File: config.mk
export PLATFORM = sky130hd
export DESIGN_NAME = noc_flit_input_buffer
export DESIGN_NICKNAME = d
export VERILOG_FILES = /design/src/rtl/noc_flit_input_buffer.sv
export SDC_FILE = /design/constraint.sdc
export NUM_CORES = 1
export LEC_CHECK = 0
export CORE_ASPECT_RATIO = 1.5
export CORE_MARGIN = 2
export CORE_UTILIZATION = 40
export CTS_BUF_LIST = sky130_fd_sc_hd__clkbuf_2 sky130_fd_sc_hd__clkbuf_4 sky130_fd_sc_hd__clkbuf_8
export CTS_CLUSTER_DIAMETER = 60
export DETAILED_ROUTE_END_ITERATION = 6
export PLACE_DENSITY = 0.56
export SYNTH_ARGS = -nofsm -noshare
export SYNTH_HDL_FRONTEND = slang
export SYNTH_SLANG_ARGS = --single-unit
File: constraint.sdc
create_clock -name noc_clk -period 11.1 [get_ports noc_clk]
set_clock_uncertainty 0.15 [all_clocks]
set_input_delay 1.11 -clock noc_clk [delete_from_list [all_inputs] [get_ports noc_clk]]
set_output_delay 1.11 -clock noc_clk [all_outputs]
set_load 0.1 [all_outputs]
File: src/rtl/noc_flit_input_buffer.sv
// Flit input buffer: first-word-fall-through FIFO with header/tail flags, credit
// back-pressure toward the upstream sender, packet counting and framing checks.
`ifndef Noc_Data_Width
`define Noc_Data_Width 32
`endif

module noc_flit_input_buffer #(
  parameter int unsigned DATA_WIDTH   = `Noc_Data_Width,
  parameter int unsigned DEPTH        = 8,
  parameter int unsigned VC_THRESHOLD = 4
) (
  input  logic                       noc_clk,
  input  logic                       noc_rst,
  input  logic                       in_valid,
  output logic                       in_ready,
  input  logic [DATA_WIDTH-1:0]      in_flit,
  input  logic                       in_is_header,
  input  logic                       in_is_tail,
  output logic                       in_vc_ready,
  output logic                       out_valid,
  input  logic                       out_ready,
  output logic [DATA_WIDTH-1:0]      out_flit,
  output logic                       out_is_header,
  output logic                       out_is_tail,
  output logic [$clog2(DEPTH):0]     pkt_count,
  output logic                       proto_err
);

  localparam int unsigned AW = $clog2(DEPTH);
  localparam int unsigned CW = AW + 1;
  localparam int unsigned EW = DATA_WIDTH + 2;

  localparam logic [0:0] RX_IDLE   = 1'b0;
  localparam logic [0:0] RX_IN_PKT = 1'b1;

  localparam logic [CW-1:0] DEPTH_C = CW'(DEPTH);
  localparam logic [CW-1:0] THR_C   = CW'(VC_THRESHOLD);
  localparam logic [CW-1:0] ONE_C   = CW'(1);
  localparam logic [AW-1:0] PONE_C  = AW'(1);

  // Entry layout: {header, tail, payload}
  logic [EW-1:0] mem_q [DEPTH];

  logic [AW-1:0] wr_ptr_q, wr_ptr_d;
  logic [AW-1:0] rd_ptr_q, rd_ptr_d;
  logic [CW-1:0] count_q, count_d;
  logic [CW-1:0] pkt_count_q, pkt_count_d;
  logic [0:0]    state_q, state_d;
  logic          proto_err_q, proto_err_d;

  logic          push;
  logic          pop;
  logic          wr_en;
  logic [EW-1:0] head;

  always_comb begin
    in_ready    = (count_q != DEPTH_C);
    in_vc_ready = ((DEPTH_C - count_q) >= THR_C);
    out_valid   = (count_q != '0);
    head        = mem_q[rd_ptr_q];

    out_flit      = '0;
    out_is_header = 1'b0;
    out_is_tail   = 1'b0;
    if (out_valid) begin
      out_flit      = head[DATA_WIDTH-1:0];
      out_is_tail   = head[DATA_WIDTH];
      out_is_header = head[DATA_WIDTH+1];
    end

    push = in_valid & in_ready;
    pop  = out_valid & out_ready;
  end

  // Framing check: a violating flit is still accepted (in_ready) but never stored.
  always_comb begin
    state_d     = state_q;
    proto_err_d = proto_err_q;
    wr_en       = 1'b0;
    if (push) begin
      if (state_q == RX_IDLE) begin
        if (in_is_header) begin
          wr_en = 1'b1;
          if (!in_is_tail) state_d = RX_IN_PKT;
        end else begin
          proto_err_d = 1'b1;
        end
      end else begin
        if (!in_is_header) begin
          wr_en = 1'b1;
          if (in_is_tail) state_d = RX_IDLE;
        end else begin
          proto_err_d = 1'b1;
        end
      end
    end
  end

  always_comb begin
    wr_ptr_d    = wr_en ? (wr_ptr_q + PONE_C) : wr_ptr_q;
    rd_ptr_d    = pop ? (rd_ptr_q + PONE_C) : rd_ptr_q;

    count_d = count_q;
    case ({wr_en, pop})
      2'b10:   count_d = count_q + ONE_C;
      2'b01:   count_d = count_q - ONE_C;
      default: count_d = count_q;
    endcase

    pkt_count_d = pkt_count_q;
    case ({wr_en & in_is_tail, pop & out_is_tail})
      2'b10:   pkt_count_d = pkt_count_q + ONE_C;
      2'b01:   pkt_count_d = pkt_count_q - ONE_C;
      default: pkt_count_d = pkt_count_q;
    endcase
  end

  always_ff @(posedge noc_clk) begin
    if (noc_rst) begin
      wr_ptr_q    <= '0;
      rd_ptr_q    <= '0;
      count_q     <= '0;
      pkt_count_q <= '0;
      state_q     <= RX_IDLE;
      proto_err_q <= 1'b0;
    end else begin
      wr_ptr_q    <= wr_ptr_d;
      rd_ptr_q    <= rd_ptr_d;
      count_q     <= count_d;
      pkt_count_q <= pkt_count_d;
      state_q     <= state_d;
      proto_err_q <= proto_err_d;
    end
  end

  always_ff @(posedge noc_clk) begin
    if (wr_en) mem_q[wr_ptr_q] <= {in_is_header, in_is_tail, in_flit};
  end

  assign pkt_count = pkt_count_q;
  assign proto_err = proto_err_q;

endmodule

==> summary.txt <==
Implementation progress

The flow ran to the end, and the final reports show no timing, DRC or antenna violations. The share of the synthesized area in the top cell type stands at 72.05%. The proportion of power drawn by combinational gates stands at 40.1%.

In this run, the clock network consumes 22.9% of the power. Counting plain and timing-repair buffers in the layout gives 90. IR analysis of the VDD net gives a maximum drop of 331.8 uV. The register with the most flip-flops in the layout has 272 of them. For this run, the detailed router reports a per-instance via density of 5.288. The number of antenna repair diodes stands at 1. The core outline area stands at 27,960 um^2. The fraction of area in multi-input gates stands at 19.91%. The share of synthesized area occupied by flip-flops and latches stands at 75.41%. The final worst setup slack stands at 5.838 ns.

TritonRoute reported its final design rule violation total as 0. The number of vias in the routed layout stands at 5,478. The filler cells instantiated in the layout total 2,355. The initial antenna violation count stands at 2. Combinational power for this build is 1.42 mW.

The number of buffers inserted to repair setup after CTS stands at 0. In this run the clock root is driven by a sky130_fd_sc_hd__clkbuf_8. The transition time at the pin with the least slew margin stands at 1.063 ns. Among logic cells in the layout, the one with the most instances is sky130_fd_sc_hd__edfxtp_1. STA classifies the critical path endpoint as an output pin. Looking at the gate-level netlist, the highest instance count belongs to sky130_fd_sc_hd__edfxtp_1.

In this run the worst setup path terminates at out_is_tail. Per the summary, power density relative to cell area is 264.9 nW/um^2. The layout buffering overhead excluding clock cells stands at 6.534%. OpenSTA, run right after detailed placement, puts the worst setup slack at 6.273 ns. The leakage power stands at 4.125 nW.

Per the area breakdown, the dominant cell category is registers. The internal power stands at 2.083 mW. Non-clock inverters in the final layout number 7. The number of max-cap violations stands at 0. The required time of the worst setup path stands at 9.84 ns. The highest clock rate stands at 0.1900 GHz. Per the final timing report, the hold violations number 0. STA classifies the critical path startpoint as a register. The share of flip-flops with an asynchronous set or reset after synthesis stands at 0%. TritonCTS built the clock tree. The final cell count without fillers stands at 1,036. In this run the deepest clock path goes through 3 buffers. Entering global routing, the biggest net connects 69 pins. The post-synthesis instance area stands at 11,340 um^2. The average wire per standard cell stands at 22.19 um. The number of cells on the worst reg-to-reg path is 10.

The worst register-to-register path has a setup slack of 6.89 ns. After synthesis, the share of cell area in mux cells is 16.70%. Warnings raised by the tools during the run amount to 27. The total of hold buffers inserted after clock tree synthesis stands at 0. The clock period minus final worst setup slack stands at 5.262 ns.

The wire length recorded after detailed routing is 22.99 mm. The share of final-layout standard cells stronger than drive strength 1 stands at 23.37%. The number of global-route vias before repair stands at 6,015. Setup total negative slack on the finished layout was measured at 0 ns. The placed wire-length estimate after detailed placement stands at 11.87 mm.

In the layout the commonest cells are sky130_fd_sc_hd__edfxtp_1 (272), sky130_fd_sc_hd__clkdlybuf4s50_1 (79), sky130_fd_sc_hd__mux4_2 (68), sky130_fd_sc_hd__nor2_1 (50), sky130_fd_sc_hd__clkbuf_8 (43). For reference, compound AND-OR and OR-AND cells occupy 1.038% of the area reported after synthesis. The portion of the layout cell area used by clock cells stands at 5.991%. The fraction of power consumed by sequential logic stands at 37.0%. Per the post-synthesis stats, the area per cell is 20.46 um^2. The residual antenna-violating net count after detailed routing stands at 0.
routing by layer:
| layer | GRT usage [%] | up-vias | wire [um] |
|---|---|---|---|
| met5 | 0 | - | 11 |
| met2 | 27.69 | 127 | 12120 |
| met1 | 19.14 | 2858 | 9156 |
| met3 | 3.317 | 52 | 1076 |
| li1 | - | 2439 | - |
| met4 | 5.655 | 2 | 623 |
critical path, cell delays in order (launching register included):
cell                              delay (ns)
sky130_fd_sc_hd__dfxtp_4                0.68
sky130_fd_sc_hd__buf_4                  0.80
sky130_fd_sc_hd__mux4_2                 0.60
sky130_fd_sc_hd__mux2i_1                0.27
sky130_fd_sc_hd__nor2_1                 0.09
sky130_fd_sc_hd__clkdlybuf4s50_1        0.99
Fig. 1: nets reached from selected ports
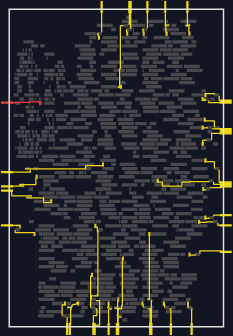
legend:
  `out_flit`:
    color: yellow
    direction: output
    edge: 11 right, 11 bottom, 6 top, 4 left
    end_cells: 32
    buffers: 32
    wire: 823 um
  `out_is_tail`:
    color: red
    direction: output
    edge: left
    end_cells: 1
    buffers: 1
    wire: 23.6 um
ports placed on the boundary: 80
number of buffers added on ports: 79

Fig. 2: metal layers overlaid
The bar under the picture is 50 um long.
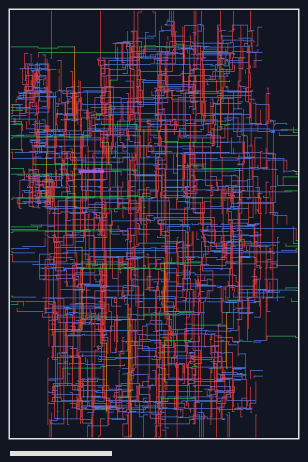
legend:
  metal 4:
    color: orange
    wire_length: 624 um
  metal 1:
    color: blue
    wire_length: 9,160 um
  metal 2:
    color: red
    wire_length: 12,100 um
  metal 3:
    color: green
    wire_length: 1,080 um
  metal 5:
    color: purple
    wire_length: 11.0 um

Fig. 3: where the registers sit
The bar under the picture is 50 um long. Other sequential cells in the stronger gray, the rest of the logic in the fainter gray.
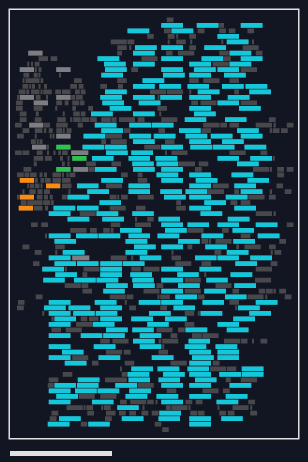
legend:
  `rd_ptr_q`:
    color: green
    flops: 3
  `count_q`:
    color: orange
    flops: 4
    where: left middle
  `mem_q`:
    color: cyan
    flops: 272
not colored: 12

Fig. 4: clock nets
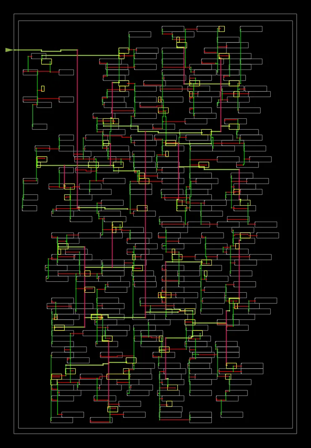
Clk Latency, worst-skew pair: 0.54 ns
Clock Buffer Count: 56

Power is estimated from default activity; no workload was simulated.
